run_1/m4.png
Scale bar: 20 um. Supply wires on this layer in gray.
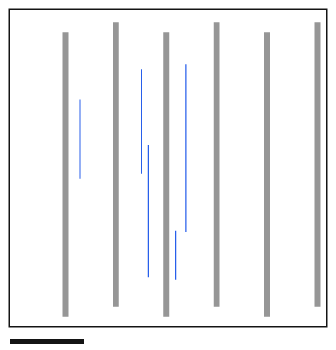
run_1/ff_map.png
Other sequential cells in the stronger gray, the rest of the logic in the fainter gray.
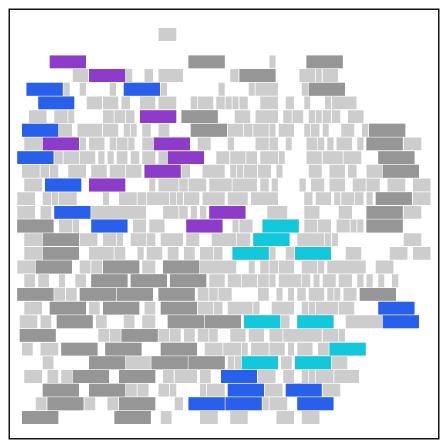
run_1/placed.png
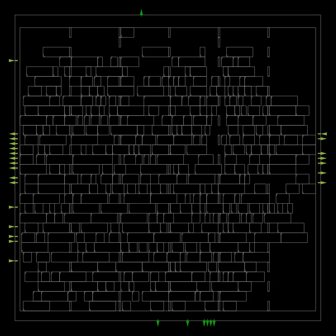
<file path="src/rtl/gbvga_pkg.sv">
// rtl/gbvga_pkg.sv - shared Game Boy LCD / VGA geometry constants and helpers
package gbvga_pkg;

   localparam int GB_H_PIX     = 160;
   localparam int GB_V_LINES   = 144;
   localparam int GB_DATA_W    = 2;
   localparam int DEF_FILT_LEN = 4;

   // Smallest r with 2**r >= value; used to size counters from geometry.
   function automatic int clog2(input int value);
      int r;
      r = 0;
      while ((1 << r) < value) r++;
      return r;
   endfunction

endpackage

</file>
<file path="src/rtl/gb_sig_filter.sv">
// rtl/gb_sig_filter.sv - 2-FF synchroniser plus run-length glitch filter with edge events
module gb_sig_filter
   import gbvga_pkg::*;
#(
   parameter int FILT_LEN = DEF_FILT_LEN
) (
   input  logic clk,
   input  logic rst_n,
   input  logic din,
   output logic state,
   output logic rise,
   output logic fall
);

   logic                s1, s2;
   logic [FILT_LEN-2:0] hist;
   logic [FILT_LEN-1:0] win;
   logic                flip;

   // Events are combinational so the write stage can register them on the flip edge.
   always_comb begin
      win  = {hist, s2};
      flip = state ? (win == '0) : (win == '1);
      rise = flip & ~state;
      fall = flip & state;
   end

   always_ff @(posedge clk) begin
      if (!rst_n) begin
         s1    <= 1'b0;
         s2    <= 1'b0;
         hist  <= '0;
         state <= 1'b0;
      end else begin
         s1    <= din;
         s2    <= s1;
         hist  <= win[FILT_LEN-2:0];
         state <= state ^ flip;
      end
   end

endmodule

</file>
<file path="src/rtl/gb_lcd_capture.sv">
// rtl/gb_lcd_capture.sv - LCD pixel stream capture into a double-buffered framebuffer write port
module gb_lcd_capture
   import gbvga_pkg::*;
#(
   parameter int FILT_LEN   = DEF_FILT_LEN,
   parameter int DATA_W     = GB_DATA_W,
   parameter int H_PIX      = GB_H_PIX,
   parameter int V_LINES    = GB_V_LINES,
   parameter int PIX_AW     = 15,
   parameter int DATA_DLY   = 5,
   parameter bit INVERT     = 1'b1,
   parameter bit DOUBLE_BUF = 1'b1
) (
   input  logic              clk,
   input  logic              rst_n,
   input  logic              iclk,
   input  logic              ihsync,
   input  logic              ivsync,
   input  logic [DATA_W-1:0] idata,
   output logic [PIX_AW:0]   wr_addr,
   output logic [DATA_W-1:0] wr_data,
   output logic              wr_en,
   output logic              rd_bank,
   output logic              frame_done,
   output logic              err_line,
   output logic              err_frame
);

   localparam int XW = clog2(H_PIX + 1) + 1;
   localparam int LW = clog2(V_LINES + 1);
   localparam logic [XW-1:0]     X_MAX  = '1;
   localparam logic [XW-1:0]     X_END  = XW'(H_PIX);
   localparam logic [LW-1:0]     L_END  = LW'(V_LINES);
   localparam logic [PIX_AW-1:0] H_STEP = PIX_AW'(H_PIX);

   logic c_state, c_rise, c_fall;
   logic h_state, h_rise, h_fall;
   logic v_state, v_rise, v_fall;
   logic sig_unused;

   gb_sig_filter #(.FILT_LEN(FILT_LEN)) u_clk_filt (
      .clk(clk), .rst_n(rst_n), .din(iclk),
      .state(c_state), .rise(c_rise), .fall(c_fall)
   );
   gb_sig_filter #(.FILT_LEN(FILT_LEN)) u_hs_filt (
      .clk(clk), .rst_n(rst_n), .din(ihsync),
      .state(h_state), .rise(h_rise), .fall(h_fall)
   );
   gb_sig_filter #(.FILT_LEN(FILT_LEN)) u_vs_filt (
      .clk(clk), .rst_n(rst_n), .din(ivsync),
      .state(v_state), .rise(v_rise), .fall(v_fall)
   );

   assign sig_unused = &{1'b0, c_state, c_rise, v_state, v_fall};

   logic [DATA_W-1:0] d_s1, d_s2;
   logic [DATA_W-1:0] d_dly [DATA_DLY];
   logic [DATA_W-1:0] pix_val;

   always_ff @(posedge clk) begin
      if (!rst_n) begin
         d_s1 <= '0;
         d_s2 <= '0;
         for (int i = 0; i < DATA_DLY; i++) d_dly[i] <= '0;
      end else begin
         d_s1     <= idata;
         d_s2     <= d_s1;
         d_dly[0] <= d_s2;
         for (int i = 1; i < DATA_DLY; i++) d_dly[i] <= d_dly[i-1];
      end
   end

   assign pix_val = INVERT ? ~d_dly[DATA_DLY-1] : d_dly[DATA_DLY-1];

   logic [XW-1:0]     x;
   logic [LW-1:0]     line;
   logic [PIX_AW-1:0] base;
   logic              wr_bank, armed;
   logic              p_ev, x_nz, err_l;
   logic [LW-1:0]     line_inc, line_after_l;

   // hsync fall clocks the first pixel of a line; later pixels come on iclk falls.
   always_comb begin
      p_ev         = h_fall | (c_fall & ~h_state);
      x_nz         = (x != '0);
      err_l        = armed & x_nz & (x != X_END);
      line_inc     = (line == L_END) ? line : line + LW'(1);
      line_after_l = x_nz ? line_inc : line;
   end

   always_ff @(posedge clk) begin
      if (!rst_n) begin
         x          <= '0;
         line       <= '0;
         base       <= '0;
         wr_bank    <= 1'b0;
         armed      <= 1'b0;
         rd_bank    <= DOUBLE_BUF;
         wr_en      <= 1'b0;
         wr_addr    <= '0;
         wr_data    <= '0;
         frame_done <= 1'b0;
         err_line   <= 1'b0;
         err_frame  <= 1'b0;
      end else begin
         wr_en      <= 1'b0;
         frame_done <= 1'b0;
         err_line   <= 1'b0;
         err_frame  <= 1'b0;
         if (v_rise) begin
            // A pending partial line is closed out before the frame is judged.
            err_line <= err_l;
            if (armed) begin
               if (line_after_l == L_END) begin
                  frame_done <= 1'b1;
                  if (DOUBLE_BUF) begin
                     rd_bank <= wr_bank;
                     wr_bank <= ~wr_bank;
                  end
               end else begin
                  err_frame <= 1'b1;
               end
            end
            line  <= '0;
            base  <= '0;
            x     <= '0;
            armed <= 1'b1;
         end else if (h_rise) begin
            if (x_nz) begin
               err_line <= err_l;
               line     <= line_inc;
               if (line != L_END) base <= base + H_STEP;
            end
            x <= '0;
         end else if (p_ev) begin
            if (armed && x < X_END && line < L_END) begin
               wr_en   <= 1'b1;
               wr_addr <= {wr_bank, base + PIX_AW'(x)};
               wr_data <= pix_val;
            end
            // Keep counting past H_PIX so overlong lines are still flagged.
            if (x != X_MAX) x <= x + XW'(1);
         end
      end
   end

endmodule

</file>
<file path="config.mk">
export PLATFORM = sky130hd
export DESIGN_NAME = gb_lcd_capture
export DESIGN_NICKNAME = d
export VERILOG_FILES = /design/src/rtl/gbvga_pkg.sv /design/src/rtl/gb_sig_filter.sv /design/src/rtl/gb_lcd_capture.sv
export SDC_FILE = /design/constraint.sdc
export NUM_CORES = 1
export LEC_CHECK = 0
export CORE_UTILIZATION = 51
export DETAILED_ROUTE_END_ITERATION = 10
export PLACE_DENSITY = 0.85
export SLEW_MARGIN = 20
export SYNTH_ARGS = -nofsm -noshare
export SYNTH_HDL_FRONTEND = slang
export SYNTH_SLANG_ARGS = --single-unit
</file>
<file path="constraint.sdc">
create_clock -name clk -period 2.6 [get_ports clk]
set_clock_uncertainty 0.05 [all_clocks]
set_input_delay 0.39 -clock clk [delete_from_list [all_inputs] [get_ports clk]]
set_output_delay 0.39 -clock clk [all_outputs]
set_load 0.005 [all_outputs]
</file>
==> reports/metrics.cfg, run 1 <==
[logic_synthesis]
netlist_instances = 375
yosysWarnings = 0
synth_cell_types = 50
ys_sh_simple_pct = 22.8
yosys_area_mm2 = 0.00352
synth_nets = 394
logic_family = simple AND/OR/NAND/NOR gates
syn_area_mm2 = 0.00352
synth-seq-area-share_pct = 47.7
ys_sh_adder_pct = 4.47
synth-edff-count = 0

[place]
hpwl_um = 4740
io_buffers = 29
dp.cells = 474
pre_cts_slack_ns = 0.148

[pwr]
power_density_mw_per_mm2 = 559
fin_total_pwr_uw = 2320
vdd_drop_max_mv = 0.428

[drt]
drt_iter0_markers = 107
viasPerCell = 5.43

[sta]
min_period_ns = 2.46
setup_viol = 0
tightest_slew_ns = 0.533
final_max_slew_viol_count = 0
setup_ws_ns = 0.142
finalCritPeriodShare_pct = 94.5

[cts]
numCtsBuffers = 9
clk_latency_ns = 0.37
root_buffer = clkbuf_8
cts_tree = yes

[global_routing]
grt_pass1_wl_um = 11900
grt_pass1_vias = 2613
grt_max_degree = 35
antenna_found_initial = 0
overflow = 0

[floorplanning]
fp.dieArea_mm2 = 0.00724
chipHeight_um = 85.1
fp_util_pct = 54.2
pin_count = 30

[setup_path]
cp_top_family = simple AND/OR/NAND/NOR gates
critPathArrivalTime_ns = 2.71

[layout]
layout.nets = 427
insertedDiodeCount = 0

[status]
status = finished clean

-- m4.png (at the start) --
3 nets have wire on it. The wires run mostly vertical. The layer holds 2.1% of the routed length. The longest straight run is 44.9 um.
DRT Wirelength: 6890 um
Vias: 2660

-- ff_map.png (at the start) --
Key: wr_addr = blue [placed flops 16, where spread over the die]; base = purple [placed flops 10]; x = cyan [placed flops 9]
Core Util, Final: 64.0%
Reg area: 0.00168 mm2
Seq area share: 40.5%
Flop+latch power: 1300 uW

-- placed.png (at the start) --
fin cells: 490
Rows: 29
Core Region: 0.00649 mm2
# Taps: 77

## run 1: sequential cells by signal (all words and copies together), names as in the netlist, 2 cells and up
name             count
d_s2                 2
u_clk_filt.hist      3
d_s1                 2
u_vs_filt.hist       3
wr_addr             16
u_hs_filt.hist       3
line                 8
base                10
d_dly               10
x                    9
wr_data              2
## run 1: layout make-up
cell class | count | area share (%)
clock buffers | 9 | 2.98
clock inverters | 7 | 2.08
inverters | 10 | 0.903
multi-input cells | 264 | 42.2
flip-flops and latches | 84 | 40.5
well taps | 77 | 2.32
repair buffers | 39 | 9.09
## run 1: synthesized netlist by cell type (9+ instances only)
cell	count	area, um2
inv_1	10	37.5
o21ai_0	12	60.1
clkbuf_1	12	45.0
and2_1	31	194
nor2_1	55	206
nand2_1	19	71.3
a211oi_1	9	67.6
xnor2_1	23	201
dfxtp_1	84	1680
a21oi_1	15	75.1
ha_1	11	138
mux2i_1	13	130
## run 1: layer usage
| metal | global-route usage [%] | up-vias | share of wire (%) |
|---|---|---|---|
| met5 | 0 | - | 0 |
| met4 | 9.71 | 0 | 2.1 |
| met3 | 7.39 | 14 | 5.3 |
| met2 | 35.1 | 49 | 47 |
| met1 | 25.2 | 1235 | 46 |
| li1 | - | 1362 | - |
## run 1: power groups by stage
| stage | Sequential, uW | Clock [uW] | Combinational [uW] |
|---|---|---|---|
| after floorplan | 1330 | 0 | 23.7 |
| after global placement | 1330 | 0 | 40.7 |
| after detailed placement | 1330 | 0 | 41.4 |
| after CTS | 1300 | 1000 | 41.6 |
| after global routing | 1300 | 1060 | 45.9 |
| final | 1300 | 982 | 41.0 |
## run 1: cell usage in the layout (no fill, tap or decap), types with 3 or more instances in the layout
| cell type | instances |
|---|---|
| a211oi_1 | 9 |
| nand2_1 | 19 |
| nor4_1 | 4 |
| nor2_1 | 55 |
| buf_4 | 9 |
| and3_1 | 3 |
| nand3_1 | 6 |
| inv_1 | 10 |
| a21oi_1 | 15 |
| inv_6 | 3 |
| clkbuf_8 | 9 |
| o21ai_0 | 12 |
| clkdlybuf4s50_1 | 29 |
| dfxtp_1 | 84 |
| o31ai_1 | 6 |
| xor2_1 | 7 |
| mux2i_1 | 13 |
| xnor2_1 | 23 |
| ha_1 | 11 |
| nor3_1 | 7 |
| nand4_1 | 8 |
| and2_1 | 31 |
## run 1: metrics by stage
step | cell area [um2] | hold slack, ns
3_5_place_dp | 3930 | 0.358
3_3_place_gp | 3930 | 0.348
5_1_grt | 4160 | 0.400
2_1_floorplan | 3520 | 0.340
6_report | 4160 | 0.374
4_1_cts | 4140 | 0.377
## run 1: what timing repair did
action                     CTS  global route
hold endpoints to repair     0             0
gates resized                0             3
setup endpoints to repair    0             1
## run 1: path summary, 6_finish.rpt
check	slack (ns)	end	cells after the start	startpoint
setup / recovery	0.14	wr_bank	8	x[0]
hold / removal	0.37	wr_data[1]	1	d_dly[0][9]
setup reg to reg	0.14	wr_bank	8	x[0]
hold reg to reg	0.37	wr_data[1]	1	d_dly[0][9]
run_1/clock_wires.png
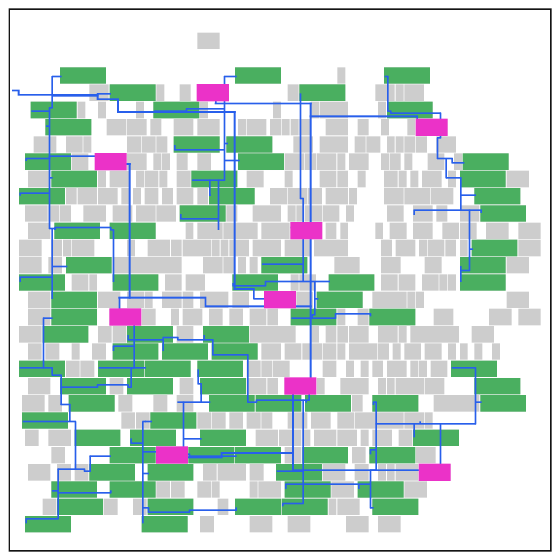

==> run 2, diff against run 1 <==
--- a/config.mk
+++ b/config.mk
@@ -5,6 +5,7 @@
 export SDC_FILE = /design/constraint.sdc
 export NUM_CORES = 1
 export LEC_CHECK = 0
+export CORE_MARGIN = 4
 export CORE_UTILIZATION = 51
 export DETAILED_ROUTE_END_ITERATION = 10
 export PLACE_DENSITY = 0.85
run_2/clock_wires.png
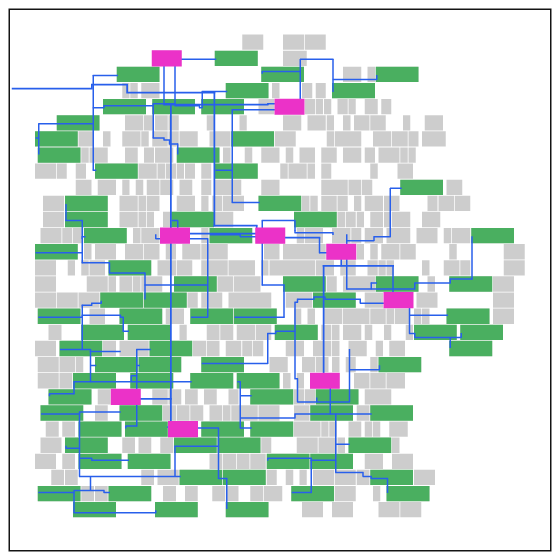
Key: flip-flops = green [count 84]; clock-net drivers = magenta [count 9]; clock wires = blue [length 984 um]
There are 10 routed clock nets.
Clock net power: 902 uW
later-pin clock latency in the skew report: 0.36 ns
Clk pwr share: 40.2%

==> run 2 against run 1 <==
Compared with the run above: clock power is 8.1% lower; register-to-register slack hardly changed; first-iteration DRC count is 13% higher; highest routed layer unchanged; synthesized cell count stayed put; global-route usage is 2.7 points lower.
==> reports/metrics.cfg, run 2 <==
[status]
status = finished clean

[cts]
numCtsBuffers = 9  ; unchanged
cts_tree = yes
root_buffer = clkbuf_8

[floorplanning]
std_cell_rows = 30  ; +3.4%

[sta]
tightest_slew_ns = 0.472  ; -0.0610 ns
finalCritPeriodShare_pct = 95.1  ; +0.53 points
min_period_ns = 2.47  ; +0.0137 ns

[setup_path]
rr_worst_depth = 8  ; unchanged
timing.rr.start = x[0]

[pwr]
power_density_mw_per_mm2 = 544  ; -2.7%
vdd_drop_max_mv = 0.435  ; +1.5%

[layout]
largest_reg_flops = 16  ; unchanged
final_util_pct = 61.1  ; -2.9 points
final_common_cell = dfxtp_1
top_regs = wr_addr x16, base x10, d_dly x10

[logic_synthesis]
yosysWarnings = 0  ; unchanged
netlist_instances = 375  ; unchanged
top_cells_by_count = dfxtp_1, nor2_1, and2_1
synth-edff-count = 0  ; unchanged
yosysTopAreaCell = dfxtp_1
synth-seq-area-share_pct = 47.7  ; unchanged
area_leaders = dfxtp_1, nor2_1, xnor2_1

[place]
io_buffers = 29  ; unchanged
hpwl_um = 4910  ; +3.6%
placedInstanceArea_mm2 = 0.00394  ; +0.29%

[drt]
viasPerCell = 5.52  ; +1.6%
vias = 2725  ; +2.4%

[global_routing]
antenna_found_initial = 0  ; unchanged
grt_max_degree = 32  ; -8.6%

[min_path]
min_path_cells = 1  ; unchanged

-- run 2: layout make-up --
type                            instances  area (um2)  area share, %
Tap cell                               80         100           2.42
Timing Repair Buffer                   40         385           9.34
Sequential cell                        84        1680           40.7
Clock inverter                          6        52.6           1.27
Clock buffer                           10         138           3.33
Multi-Input combinational cell        264        1730           42.0
Inverter                               10        37.5          0.909
-- run 2: kinds of logic (layout without fill, tap and decap cells) --
kind of cell,Yosys count,count (layout),share of synthesized area [%]
adders and majority gates,12,12,4.47
buffers and inverters,27,66,3.09
xor gates and xnor gates,30,30,7.46
muxes,13,13,3.69
AOI/OAI and AO/OA,57,57,10.8
and+or+nand+nor,152,152,22.8
DFF,84,84,47.7
-- run 2: routing by layer --
layer	share of wire (%)	wire, um	vias to the layer above	global-route usage [%]
li1	-	-	1367	-
met1	48	3400	1285	25.0
met5	0	0	-	0
met2	46	3280	65	28.9
met4	1.3	95	0	7.54
met3	4.6	330	8	4.56
-- run 2: stage by stage --
step                setup WS (ns)  std cells  total power [uW]  hold WS [ns]
floorplan                   0.147        375              1350         0.340
global placement            0.206        478              1370         0.351
detailed placement          0.163        478              1370         0.365
CTS                         0.117        494              2260         0.389
global route              0.00592        494              2340         0.399
finish                      0.128        494              2250         0.390
-- run 2: power breakdown --
| group | switching (uW) | leakage (uW) | internal, uW |
|---|---|---|---|
| clock | 512 | 0.0000918 | 390 |
| sequential | 4.58 | 0.000679 | 1300 |
| combinational | 23.9 | 0.000733 | 18.3 |
-- run 2: worst max path at each step --
| stage | end | slack [ns] | cells past startpoint |
|---|---|---|---|
| 3_3_place_gp | wr_bank | 0.21 | 8 |
| 6_report | wr_bank | 0.13 | 8 |
| 4_1_cts | wr_bank | 0.12 | 8 |
| 2_1_floorplan | wr_bank | 0.15 | 8 |
| 5_1_grt | wr_bank | 0.006 | 8 |
| 3_5_place_dp | wr_bank | 0.16 | 8 |
-- run 2: worst max-delay path, stage by stage, from the launching register on --
cell	delay (ns)
dfxtp_1	0.34
inv_1	0.06
ha_1	0.20
nor4b_2	0.18
and2_4	0.20
or4_4	0.48
a221o_1	0.34
or4_1	0.42
a21oi_1	0.15
run_2/ff_map.png
Other sequential cells in the stronger gray, the rest of the logic in the fainter gray.
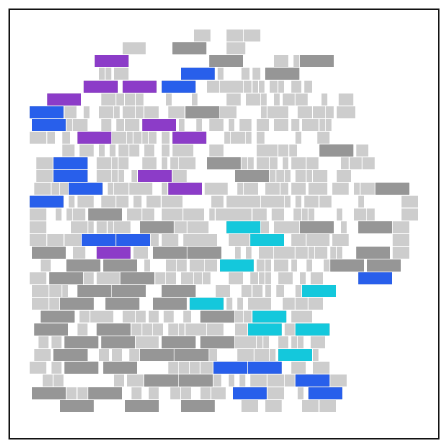

==> run 3, diff against run 2 <==
--- a/config.mk
+++ b/config.mk
@@ -6,9 +6,11 @@
 export NUM_CORES = 1
 export LEC_CHECK = 0
 export CORE_MARGIN = 4
-export CORE_UTILIZATION = 51
+export CORE_UTILIZATION = 54
+export CTS_BUF_LIST = sky130_fd_sc_hd__clkbuf_2 sky130_fd_sc_hd__clkbuf_4 sky130_fd_sc_hd__clkbuf_8
+export CTS_CLUSTER_SIZE = 25
 export DETAILED_ROUTE_END_ITERATION = 10
-export PLACE_DENSITY = 0.85
+export PLACE_DENSITY = 0.89
 export SLEW_MARGIN = 20
 export SYNTH_ARGS = -nofsm -noshare
 export SYNTH_HDL_FRONTEND = slang
run_3/ff_map.png
Other sequential cells in the stronger gray, the rest of the logic in the fainter gray.
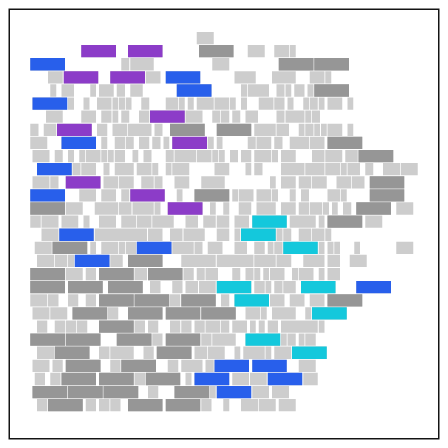
Key: base = purple [placed flops 10]; x = cyan [placed flops 9]; wr_addr = blue [placed flops 16]
Another 49 sequential cells are not colored.
Core Util, Final: 65.2%
Seq area share: 40.6%

==> run 3 against run 2 <==
Compared with the run above: register-to-register slack about the same; final cell count decreased by 0.81%; first-iteration DRC count increased by 89%; largest cell class unchanged; total power increased by 4.3%; critical path depth unchanged; non-clock buffer count decreased by 1; synthesized cell count unchanged; fmax increased by 0.20%; largest power group unchanged; critical path type unchanged; final area increased by 0.30%.
==> reports/metrics.cfg, run 3 <==
[sta]
min_period_ns = 2.47  ; -0.00495 ns
tightest_slew_ns = 0.492  ; +0.0197 ns

[layout]
top_regs = wr_addr x16, base x10, d_dly x10
final_common_cell = dfxtp_1
fin_cells = 490  ; -0.81%

[place]
io_buffers = 29  ; unchanged
dp.cells = 474  ; -0.84%

[status]
status = finished clean

[drt]
vias = 2779  ; +2.0%
viasPerCell = 5.67  ; +2.8%

[logic_synthesis]
mux_area_share_pct = 3.69  ; unchanged
synth-edff-count = 0  ; unchanged
ys_sh_adder_pct = 4.47  ; unchanged
compound_area_share_pct = 10.8  ; unchanged
synth-seq-area-share_pct = 47.7  ; unchanged
logic_family = simple AND/OR/NAND/NOR gates
xor_share_pct = 7.46  ; unchanged
netlist_instances = 375  ; unchanged
area_leaders = dfxtp_1, nor2_1, xnor2_1

[cts]
root_buffer = clkbuf_8
clk_latency_ns = 0.36  ; about the same

[floorplanning]
std_cell_rows = 29  ; -3.3%

-- run 3: critical path, cell delays in order, from the launching register on --
cell and delay, ns:
dfxtp_1 0.34, inv_1 0.05, ha_1 0.20, nor4b_2 0.18, and2_4 0.20, or4_4 0.48
a221o_1 0.36, or4_1 0.40, a21oi_1 0.14
-- run 3: worst paths after layout --
path / start / endpoint / slack [ns] / cells after the start
max: x[0] / wr_bank / 0.13 / 8
max reg2reg: x[0] / wr_bank / 0.13 / 8
min reg2reg: d_dly[0][8] / wr_data[0] / 0.36 / 1
min: d_dly[0][8] / wr_data[0] / 0.36 / 1
-- run 3: metal layers --
metal  vias to the layer above  global-route usage, %  routed length (um)
met3                        14                   5.03                 399
met4                         0                   8.79                 125
met5                         -                      0                   0
met1                      1307                   25.8                3220
li1                       1363                      -                   -
met2                        95                   33.8                3490
-- run 3: stage by stage --
stage	setup slack (ns)	instance area [um2]
finish	0.133	4140
CTS	0.115	4130
global placement	0.200	3910
detailed placement	0.161	3910
global route	0.0185	4140
floorplan	0.147	3520
-- run 3: timing repair --
| action | 4_1_cts | 5_1_grt |
|---|---|---|
| gates resized | 0 | 2 |
| hold buffers | 0 | 0 |
| endpoints found under the setup margin | 0 | 1 |
-- run 3: area by class of cell --
| class | instances | area [um2] |
|---|---|---|
| Inverter | 10 | 37.5 |
| Tap cell | 77 | 96.3 |
| Sequential cell | 84 | 1680 |
| Clock buffer | 9 | 124 |
| Multi-Input combinational cell | 264 | 1750 |
| Clock inverter | 7 | 88.8 |
| Fill cell | 496 | 2210 |
| Timing Repair Buffer | 39 | 365 |
-- run 3: cells by family (layout without fill, tap and decap cells) --
family | Yosys count | after routing
simple gates | 152 | 152
flops | 84 | 84
compound gates | 57 | 57
xor+xnor | 30 | 30
buf+inv | 27 | 65
mux | 13 | 13
fa+ha+maj | 12 | 12
-- run 3: power breakdown --
group / total (uW) / internal (uW) / switching, uW
Clock: 999 / 471 / 528
Sequential: 1300 / 1300 / 4.90
Combinational: 42.0 / 18.2 / 23.7

==> gallery <==
Wiring heat map.
image #1
Scale bar: 20 um. 17 x 17 tiles, from dark purple (low) to yellow (high), scaled to the fullest tile. Values are wire area over tile area, all layers added.
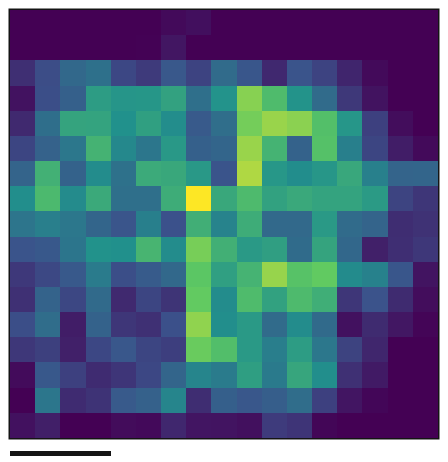
image #2
Scale bar: 20 um. 18 x 18 tiles, from dark purple (low) to yellow (high), scaled to the fullest tile. Values are wire area over tile area, all layers added.
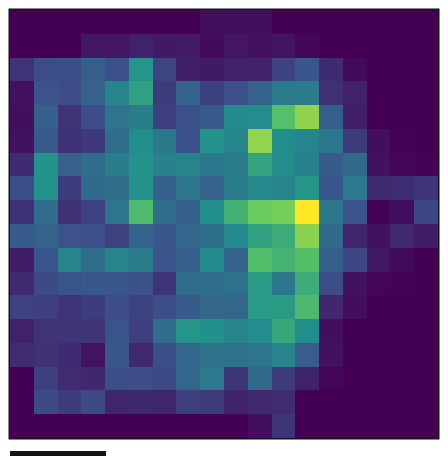
image #3
Scale bar: 20 um. 18 x 18 tiles, from dark purple (low) to yellow (high), scaled to the fullest tile. Values are wire area over tile area, all layers added.
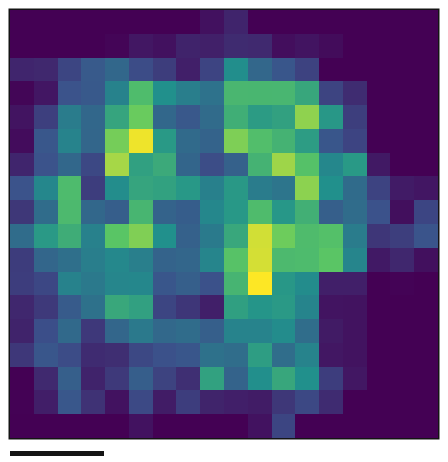
image #3 -> run 2
image #1 -> run 1
image #2 -> run 3

Key to image #2:
The fullest tile reaches 0.67. The mean over all tiles is 0.15. The densest ninth of the die: middle. 25% of the tiles are nearly empty. 9.3% of the tiles are over half the peak. The emptiest ninth of the die: bottom right.

Power and IR drop assume default switching activity.
